run_1/gates.png
Bar = 10 um.
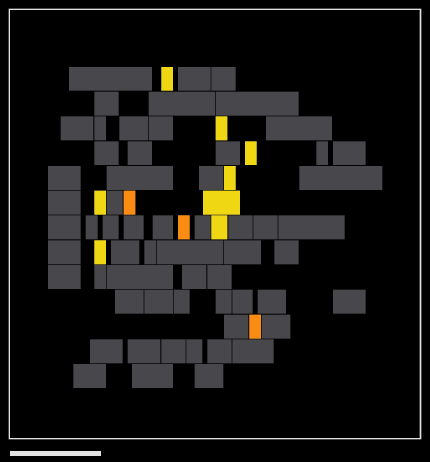
run_1/layers.png
Bar = 10 um.
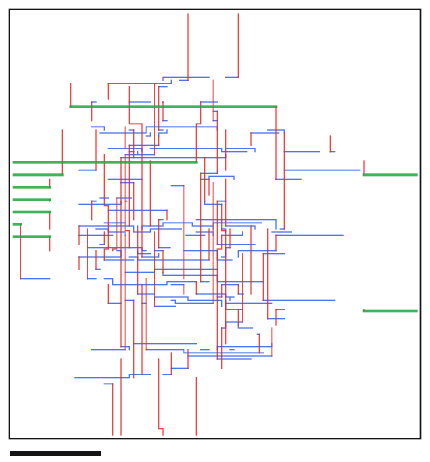
run_1/m1.png
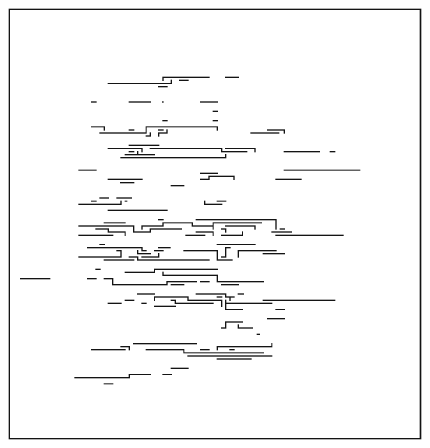
$ cat src/rtl/univ_counter.sv
// univ_counter: modulo-MODULUS up/down counter with synchronous clear, clamped parallel load,
//   a selectable wrap/saturate mode and a combinational cascade carry.
// Latency: Q and Qwrap are registered, so they update one CP edge after the inputs are sampled.
//   Qcc is combinational from the current Q and inputs.
// Backpressure: none; EN is the only flow control. Qcc is meant to drive the EN of the next stage.
//
// Ports:
//   CP    - clock, all state changes on its rising edge
//   CLR   - synchronous active-high clear (highest priority)
//   EN    - count enable, active-high
//   M     - direction: 1 = up, 0 = down
//   LD    - parallel load, active-low (beats EN)
//   D     - load data, clamped to MODULUS-1
//   Q     - registered count, always within 0..MODULUS-1
//   Qcc   - combinational carry/borrow at terminal count
//   Qwrap - registered one-cycle flag for a wrap or saturation event
module univ_counter #(
  parameter int WIDTH   = 4,
  parameter int MODULUS = 16,
  parameter bit SAT     = 1'b0
) (
  input  logic             CP,
  input  logic             CLR,
  input  logic             EN,
  input  logic             M,
  input  logic             LD,
  input  logic [WIDTH-1:0] D,
  output logic [WIDTH-1:0] Q,
  output logic             Qcc,
  output logic             Qwrap
);

  // Terminal count. MODULUS <= 2^WIDTH, so MODULUS-1 always fits in WIDTH bits.
  localparam logic [WIDTH-1:0] TC   = WIDTH'(MODULUS - 1);
  localparam logic [WIDTH-1:0] ZERO = '0;
  localparam logic [WIDTH-1:0] ONE  = WIDTH'(1);

  logic             at_top;
  logic             at_bot;
  logic             term;
  logic [WIDTH-1:0] load_val;
  logic [WIDTH-1:0] count_val;

  assign at_top = (Q == TC);
  assign at_bot = (Q == ZERO);

  // Terminal condition for the currently selected direction.
  assign term = M ? at_top : at_bot;

  assign Qcc = EN & LD & term;

  // D > TC is the same test as D >= MODULUS, and stays correct when
  // MODULUS = 2^WIDTH (TC is then all ones and nothing is clamped).
  assign load_val = (D > TC) ? TC : D;

  // Next value on an enabled count. At the terminal value the counter either
  // wraps to the opposite end of the range or holds, so Q never leaves
  // 0..MODULUS-1. With MODULUS = 2^WIDTH the wrap targets match binary overflow.
  always_comb begin
    count_val = Q;
    if (term) begin
      if (SAT) begin
        count_val = Q;
      end else begin
        count_val = M ? ZERO : TC;
      end
    end else begin
      count_val = M ? (Q + ONE) : (Q - ONE);
    end
  end

  always_ff @(posedge CP) begin
    if (CLR) begin
      Q     <= ZERO;
      Qwrap <= 1'b0;
    end else if (!LD) begin
      Q     <= load_val;
      Qwrap <= 1'b0;
    end else if (EN) begin
      Q     <= count_val;
      // Flags both a real wrap and a saturated hold.
      Qwrap <= term;
    end else begin
      Qwrap <= 1'b0;
    end
  end

endmodule
$ cat config.mk
export PLATFORM = sky130hd
export DESIGN_NAME = univ_counter
export DESIGN_NICKNAME = d
export VERILOG_FILES = /design/src/rtl/univ_counter.sv
export SDC_FILE = /design/constraint.sdc
export NUM_CORES = 1
export LEC_CHECK = 0
export CAP_MARGIN = 20
export CORE_AREA = 4 4 41 43
export CTS_BUF_LIST = sky130_fd_sc_hd__clkbuf_16
export DETAILED_ROUTE_END_ITERATION = 8
export DIE_AREA = 0 0 45 47
export PLACE_DENSITY = 0.6
export SLEW_MARGIN = 20
export SYNTH_ARGS = -nofsm -noshare
export SYNTH_HDL_FRONTEND = slang
export SYNTH_SLANG_ARGS = --single-unit
$ cat constraint.sdc
create_clock -name CP -period 1.95 [get_ports CP]
set_clock_uncertainty 0.1 [all_clocks]
set_input_delay 0.2925 -clock CP [delete_from_list [all_inputs] [get_ports CP]]
set_output_delay 0.2925 -clock CP [all_outputs]
set_load 0.02 [all_outputs]
==> results.yml, run 1 <==
# implementation run metrics
outcome:
  outcome: "finished clean"
job:
  warnings: 26
  maxCapViolations: 0
min_path:
  hold_class: "primary input to flip-flop"
finish:
  syn_to_final_growth_pct: 78.1
  drive_above_1_share_pct: 23.9
  mostFrequentLayoutCells: "clkdlybuf4s50_1, buf_4, nor2_1"
  finalInstanceArea_sq_um: 662
  n_antenna_cell: 0
  fill_cells: 135
  mostFrequentLayoutCell: "clkdlybuf4s50_1"
  final_nets: 84
  final_util_pct: 50.9
  layout.cells.non_filler: 86
routing:
  drtIter0Drc: 1
  first_pass_iters: 2
  ant_nets: 0
  route.detailed.drc: 0
  via_per_inst: 4.58
place:
  place_area_sq_um: 587
  dp.cells: 82
  dpl.hpwl_um: 750
  routabilityCongestion: 0.761
  place_ws_ns: -0.475
  portBuffers: 14
logic_synthesis:
  synthTopCellsByCount: "nor2_1, a21oi_1, dfxtp_1, nand2_1, inv_1"
  floorplan.nets: 57
  yosysSeqAreaShare_pct: 26.9
  avgSynthCellArea_sq_um: 8.26
  synthArstFlopShare_pct: 0
  yosysWarnings: 0
  dominantRegCellSynth: "dfxtp_1"
  edf_count: 0
  netlist_instances: 45
  synth.most_common_cell: "nor2_1"
  top_area_share_pct: 26.9
  yosys.area.top_type: "dfxtp_1"
  ys_cells: 45
  ys_types: 23
  mux_area_share_pct: 0
  synthAoiAreaFrac_pct: 20.9
  adder_share_pct: 12.1
  top_logic_kind: "simple AND/OR/NAND/NOR gates"
  yosysChipArea_sq_um: 372
  synth.area.top_cells: "dfxtp_1, a21oi_1, ha_1"
  ys.flops: 5
  ys_sh_xor_pct: 9.43
  synth-simple-area-share_pct: 24.6
  syn_area_sq_um: 372
worst_setup_path:
  slowest_stage: "or4_4"
  path_delay_family: "simple AND/OR/NAND/NOR gates"
  crit_path_frequent_cell: "nor2_1"
  arrival_ns: 1.49
  cp-end-kind: "output pin"
  path_class: "primary input to output pin"
  cp-start-kind: "primary input"
  cp_cell_sequence: "dlygate4sd2_1, or4_4, nor2_4, nor2_1, nor2_1, buf_4"
  max_stage_delay_ns: 0.55
  critPathBufInv: 2
  cp_max_fo: 2
  cp_data_required_time_ns: 1.56
timing:
  layout_setup_ws_ns: 0.0631
  fin_crit_ns: 1.89
  tns_ns: 0
  slew_headroom_pct: 85.9
  rsz0062_at_grt: "no"
  slew_viol_final: 0
  period_used_pct: 96.8
  setup_viol: 0
  worst_pin_slew_ns: 0.211
  fmax_ghz: 0.530
  hold_viol: 0
cts:
  htreeDepth: 1
  clock_sinks: 5
  cts_root_buf: "clkbuf_16"
  cts_buffers: 3
  cts-hold-fix-buffers: 0
  path_clk_slew_ns: 0.03
  clk-insertion-delay-late_ns: 0.23
  cts_tree: "done"
  clock_path_buffers: 2
pwr:
  p_switching_w: 0.000139
  power_density_nw_per_um2: 902
  vdd_ir_drop_max_v: 0.000453
  combPwrFrac_pct: 25.1
  power_frac_seq_pct: 19.5
  switching_share_pct: 23.3
  intPower_w: 0.000458
  p_leak_nw: 0.301
  p_clk_share_pct: 55.4
grt:
  antenna_found_initial: 0
  grt_max_degree: 8
  gr-total-overflow: 0
  grt_pass1_vias: 382
  grt_pass1_wl_mm: 1.53
floorplan:
  core_util_floorplan_pct: 28.6
  dieHeight_um: 47
  coreArea_sq_um: 1300
  dieArea_sq_um: 2120
  io_pins: 15
  die_x_um: 45
  rows: 13
Notes on gates.png above:
Orange marks inv cells, cells 3. Yellow marks nor cells, cells 8, where centre.

Notes on layers.png above:
Blue marks M1, wire length 401 um. Green marks M3, wire length 75.7 um. Red marks M2, wire length 445 um.
Tot GR Track Use: 10.9%
DR WL/cell: 10.7 um

Notes on m1.png above:
The layer holds 44% of the routed length. The wires run mostly horizontal. 72 nets have wire on it. The layer carries 401 um of wire. The longest straight run is 11.5 um.
vias after detailed routing: 394
met1 GRT Util: 10.8%
WL final: 921 um

## run 1: power by group through the flow
stage          Clock, W  Combinational, W  Sequential (W)
6_report       0.000331          0.000150        0.000116
4_1_cts        0.000340          0.000152        0.000116
5_1_grt        0.000349          0.000163        0.000117
3_3_place_gp          0          0.000152        0.000118
2_1_floorplan         0         0.0000640        0.000136
3_5_place_dp          0          0.000153        0.000118
## run 1: registers in the layout, indices dropped and copies added (netlist names)
name and cells:
Q 4, Qwrap 1
## run 1: layout make-up
cell class / count / area, sq um / share of cell area [%]
inverters: 3 / 11.3 / 1.70
repair buffers: 23 / 204 / 30.8
well taps: 15 / 18.8 / 2.84
clock inverters: 1 / 3.75 / 0.567
multi-input cells: 36 / 249 / 37.6
clock buffers: 3 / 75.1 / 11.3
flip-flops and latches: 5 / 100 / 15.1
## run 1: layer usage
layer  vias to the layer above  global-route usage (%)  part of all wire [%]
li1                        211                       -                     -
met3                         0                    8.05                   8.1
met2                        11                    18.1                    48
met4                         0                    3.51                     0
met1                       172                    10.8                    44
met5                         -                       0                     0
## run 1: timing repair
item / CTS / global route
endpoints found under the hold margin: 0 / 0
endpoints found under the setup margin: 1 / 0
buffers inserted: 0 / 0
resized: 6 / 0
## run 1: worst paths after layout
| check | start | end | slack [ns] | cells past startpoint |
|---|---|---|---|---|
| worst max-delay path | M | Qcc | 0.06 | 6 |
| worst min-delay path | D[0] | Q[0] | 0.57 | 3 |
| worst max register to register | Q[1] | Q[3] | 0.42 | 6 |
| worst min register to register | Q[1] | Qwrap | 0.62 | 4 |
## run 1: through the flow
stage	hold WS [ns]	total power, W
6_report	0.567	0.000597
4_1_cts	0.560	0.000608
2_1_floorplan	0.265	0.000200
5_1_grt	0.588	0.000630
3_5_place_dp	0.630	0.000271
3_3_place_gp	0.623	0.000270
==> run 1 -> run 2 <==
- CAP_MARGIN: 20 -> unset
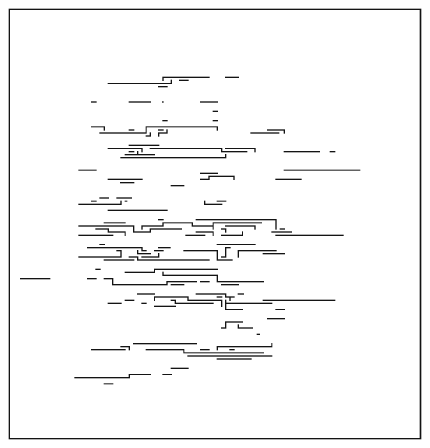
run_2/m1.png
The longest straight run is 11.5 um. 72 nets have wire on it.

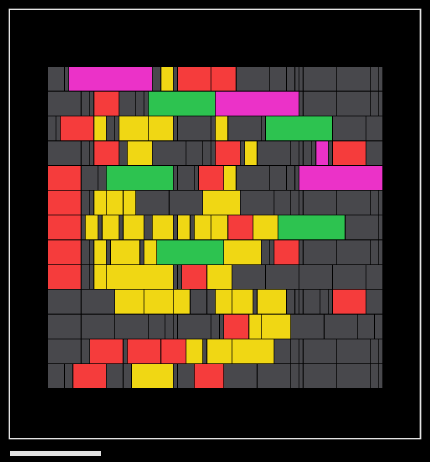
run_2/class_map.png
Bar = 10 um. Fill, decap, tap and diode cells in grey.
Red marks remaining buffers and delay cells, cells 23, share of their area 32%. Green marks registers, cells 5, share of their area 16%. Yellow marks remaining logic cells, cells 39, share of their area 40%. Magenta marks clock drivers and dummy loads, cells 4, share of their area 12%.

==> results.yml, run 2 <==
# implementation run metrics
job:
  maxCapViolations: 0
  warnings: 26
grt:
  antenna_found_initial: 0
  grt_use_total_pct: 10.9
  gr-total-overflow: 0
pwr:
  p_leak_nw: 0.301
  vdd_ir_drop_max_v: 0.000453
  power_w: 0.000597
outcome:
  outcome: "finished clean"
cts:
  htreeDepth: 1
  post_cts_buffers: 0
  cts_resized: 6
  cts_tree: "done"
  cts-hold-fix-buffers: 0
  clock_sinks: 5
  clk-insertion-delay-late_ns: 0.23
  cts_buffers: 3
  cts_root_buf: "clkbuf_16"
  clock_path_buffers: 2
place:
  portBuffers: 14
  routabilityCongestion: 0.761
  dpl.hpwl_um: 750
  place_area_sq_um: 587
finish:
  syn_to_final_growth_pct: 78.1
  mostFrequentLayoutCells: "clkdlybuf4s50_1, buf_4, nor2_1"
  fill_cells: 135
  largest_reg_flops: 4
  final_util_pct: 50.9
  n_antenna_cell: 0
  mostFrequentLayoutCell: "clkdlybuf4s50_1"
  largest-register: "Q"
  finalInstanceArea_sq_um: 662
logic_synthesis:
  edf_count: 0
  ys_cells: 45
  avgSynthCellArea_sq_um: 8.26
  ys.flops: 5
  floorplan.nets: 57
  yosysChipArea_sq_um: 372
  netlist_instances: 45
  syn_area_sq_um: 372
  dominantRegCellSynth: "dfxtp_1"
  top_area_share_pct: 26.9
  ys_types: 23
  synth.most_common_cell: "nor2_1"
  yosys.area.top_type: "dfxtp_1"
  yosysSeqAreaShare_pct: 26.9
  synthTopCellsByCount: "nor2_1, a21oi_1, dfxtp_1, nand2_1, inv_1"
timing:
  rsz0062_at_grt: "no"
  setup_viol: 0
  hold_viol: 0
  slew_headroom_pct: 85.9
  tns_ns: 0
  period_used_pct: 96.8
  slew_viol_final: 0
  fmax_ghz: 0.530
worst_setup_path:
  max_stage_delay_ns: 0.55
  cp-end-kind: "output pin"
  critPathBufInv: 2
  cp-start-kind: "primary input"
  cp_cell_sequence: "dlygate4sd2_1, or4_4, nor2_4, nor2_1, nor2_1, buf_4"
  cp_max_fo: 2
  path_class: "primary input to output pin"
floorplan:
  die_x_um: 45
  coreArea_sq_um: 1300
  io_pins: 15
  rows: 13
routing:
  drtIter0Drc: 1
  ant_nets: 0
  wire_per_inst_um: 10.7
  finalWirelength_um: 921
min_path:
  hold_class: "primary input to flip-flop"
## run 2: final timing paths
kind | start | endpoint | slack, ns | cells past startpoint
max | M | Qcc | 0.06 | 6
min | D[0] | Q[0] | 0.57 | 3
max reg2reg | Q[1] | Q[3] | 0.42 | 6
min reg2reg | Q[1] | Qwrap | 0.62 | 4
## run 2: cell families after synthesis
kind of cell | after synthesis | share of synthesized area [%]
xor gates and xnor gates | 4 | 9.43
AOI/OAI and AO/OA | 12 | 20.9
buffers and inverters | 4 | 6.06
adders and majority gates | 3 | 12.1
DFF | 5 | 26.9
and+or+nand+nor | 17 | 24.6
## run 2: tightest hold or removal path, cell delays in order
cell             delay (ns)
clkdlybuf4s50_1        0.40
nor2_1                 0.09
a211oi_1               0.05
## run 2: per-stage QoR
step / hold slack [ns] / setup slack (ns) / std cells
3_3_place_gp: 0.623 / -0.465 / 82
5_1_grt: 0.588 / 0.00473 / 86
4_1_cts: 0.560 / 0.0495 / 86
3_5_place_dp: 0.630 / -0.475 / 82
2_1_floorplan: 0.265 / 0.102 / 45
6_report: 0.567 / 0.0631 / 86
## run 2: metal layers
layer | wire, um | GRT usage, %
met1 | 401 | 10.8
met2 | 444 | 18.1
met3 | 75 | 8.05
met4 | 0 | 3.51
met5 | 0 | 0
## run 2: cell type report
cell class,count,area (sq um),share of cell area [%]
multi-input cells,36,249,37.6
clock inverters,1,3.75,0.567
flip-flops and latches,5,100,15.1
clock buffers,3,75.1,11.3
well taps,15,18.8,2.84
inverters,3,11.3,1.70
repair buffers,23,204,30.8
## run 2: power by group
group / internal [W] / switching, W
Combinational: 0.0000808 / 0.0000693
Clock: 0.000265 / 0.0000653
Sequential: 0.000112 / 0.00000436
Total: 0.000458 / 0.000139
run_2/layers.png
Bar = 10 um.
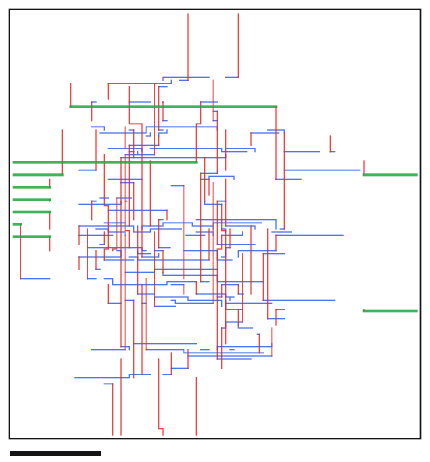

==> run 2 -> run 3 <==
- PLACE_DENSITY: 0.6 -> 0.57
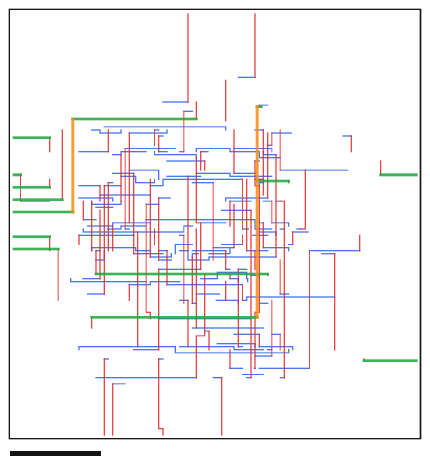
run_3/layers.png
Bar = 10 um.
Red marks M2, wire length 485 um. Green marks M3, wire length 92.9 um. Blue marks M1, wire length 434 um. Orange marks M4, wire length 33.3 um.
DR WL/cell: 12.0 um
WL final: 1.05 mm
Tot GR Track Use: 13.3%
vias after detailed routing: 412

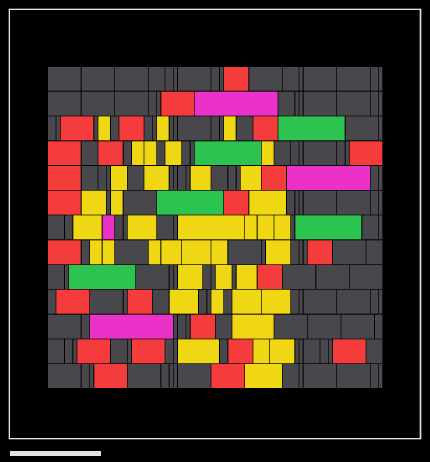
run_3/class_map.png
Bar = 10 um. Fill, decap, tap and diode cells in grey.
Magenta marks clock drivers and dummy loads, cells 4, share of their area 12%. Red marks remaining buffers and delay cells, cells 24, share of their area 33%. Green marks registers, cells 5, share of their area 15%. Yellow marks remaining logic cells, cells 39, share of their area 40%.

==> results.yml, run 3 <==
# implementation run metrics
routing:
  drtIter0Drc: 10
  route.detailed.drc: 0
  ant_nets: 0
  via_per_inst: 4.74
  first_pass_iters: 4
timing:
  worst_pin_slew_ns: 0.212
  slew_headroom_pct: 85.8
  period_used_pct: 95.5
  fmax_ghz: 0.537
  hold_viol: 0
  fin_crit_ns: 1.86
  setup_viol: 0
  slew_viol_final: 0
  hold_ws_ns: 0.518
  rsz0062_at_grt: "no"
place:
  routabilityCongestion: 0.761
  dpl.hpwl_um: 806
  dp.cells: 82
  portBuffers: 14
logic_synthesis:
  ys.flops: 5
  ys_sh_xor_pct: 9.43
  synthArstFlopShare_pct: 0
  mux_area_share_pct: 0
  netlist_instances: 45
  synth.area.top_cells: "dfxtp_1, a21oi_1, ha_1"
  ys_types: 23
  ys_cells: 45
  adder_share_pct: 12.1
  yosysChipArea_sq_um: 372
  floorplan.nets: 57
  edf_count: 0
  top_logic_kind: "simple AND/OR/NAND/NOR gates"
  yosysWarnings: 0
  synth.most_common_cell: "nor2_1"
  syn_area_sq_um: 372
  top_area_share_pct: 26.9
  synthAoiAreaFrac_pct: 20.9
  yosys.area.top_type: "dfxtp_1"
  synth-simple-area-share_pct: 24.6
  avgSynthCellArea_sq_um: 8.26
  dominantRegCellSynth: "dfxtp_1"
  yosysSeqAreaShare_pct: 26.9
  synthTopCellsByCount: "nor2_1, a21oi_1, dfxtp_1, nand2_1, inv_1"
grt:
  grt_pass1_vias: 420
  antenna_found_initial: 0
  gr-total-overflow: 0
  grt_max_degree: 8
  grt_pass1_wl_mm: 1.85
min_path:
  hold_depth: 5
  hold_class: "primary input to flip-flop"
  holdPathEnd: "Qwrap"
  min-delay-start: "M"
cts:
  clock_sinks: 5
  cts_tree: "done"
  cts_buffers: 3
  clk-insertion-delay-late_ns: 0.23
  clock_path_buffers: 2
  htreeDepth: 1
  path_clk_slew_ns: 0.03
  cts_root_buf: "clkbuf_16"
  cts-hold-fix-buffers: 0
floorplan:
  core_util_floorplan_pct: 28.6
  die_x_um: 45
  rows: 13
  coreArea_sq_um: 1300
  dieHeight_um: 47
  io_pins: 15
  dieArea_sq_um: 2120
finish:
  reg.largest.list: "Q (4), Qwrap (1)"
  mostFrequentLayoutCell: "clkdlybuf4s50_1"
  largest_reg_flops: 4
  final_nets: 85
  largest-register: "Q"
  n_antenna_cell: 0
  mostFrequentLayoutCells: "clkdlybuf4s50_1, buf_4, dfxtp_1, nor2_1, a21oi_1"
  layout.cells.non_filler: 87
  drive_above_1_share_pct: 26.4
  syn_to_final_growth_pct: 81.1
pwr:
  vdd_ir_drop_max_v: 0.000523
  p_leak_nw: 0.307
  power_density_nw_per_um2: 906
  power_w: 0.000610
outcome:
  outcome: "finished clean"
worst_setup_path:
  max_stage_delay_ns: 0.54
  path_class: "flip-flop to output pin"
  slowest_stage: "or4_4"
  startpoint: "Q[3]"
  cp-end-kind: "output pin"
  cp_max_fo: 2
  arrival_ns: 1.47
  rr_worst_depth: 6
  crit_path_end: "Qcc"
  cp-start-kind: "flip-flop"
  cp_data_required_time_ns: 1.56
  r2r_end: "Q[3]"
  cp_cell_sequence: "or4_4, nor2_4, nor2_2, nor2_1, buf_4"
  r2r_slack_ns: 0.41
  r2r-start: "Q[1]"
job:
  maxCapViolations: 0
  warnings: 26
[run 3: cell counts after synthesis]
No cell type changed its count.
[run 3: stage by stage]
stage / TNS, ns / area (sq um) / utilization (%) / worst slack (ns)
floorplan: 0 / 372 / - / 0.102
global placement: -0.702 / 587 / 45.1 / -0.468
detailed placement: -0.682 / 587 / 45.1 / -0.468
CTS: 0 / 669 / 51.4 / 0.0309
global route: 0 / 673 / 51.7 / 0.00457
finish: 0 / 673 / 51.7 / 0.0872
[run 3: cells by family (layout without fill, tap and decap cells)]
logic type	Yosys count	after routing
AND-OR/OR-AND	12	12
XOR/XNOR	4	4
adder cells (fa/ha/maj)	3	3
buffers and inverters	4	31
flip-flops	5	5
AND/OR/NAND/NOR	17	17
[run 3: metal layers]
metal	GRT usage [%]	routed length [um]
met5	0	0
met1	14.6	434
met4	12.3	33
met3	6.13	92
met2	18.9	485
[run 3: cell type report]
cell class,instances,area (sq um)
Timing Repair Buffer,24,213
Fill cell,140,628
Sequential cell,5,100
Tap cell,15,18.8
Inverter,3,11.3
Multi-Input combinational cell,36,251
Clock buffer,3,75.1
Clock inverter,1,3.75
[run 3: repair_timing]
item | CTS | global route
resized | 6 | 2
buffers inserted | 1 | 0
pin swaps | 3 | 4
endpoints found under the setup margin | 1 | 1
[run 3: power breakdown]
group | internal [W] | total (W) | switching, W
combinational | 0.0000841 | 0.000156 | 0.0000715
sequential | 0.000112 | 0.000117 | 0.00000496
clock | 0.000266 | 0.000338 | 0.0000719
total | 0.000462 | 0.000610 | 0.000148
[run 3: worst max-delay path: cells and delay by family, from the launching register on]
kind | cells | cell delay (ns)
flops | 1 | 0.31
simple gates | 4 | 0.80
buf+inv | 1 | 0.14
Power is estimated from default activity; no workload was simulated.
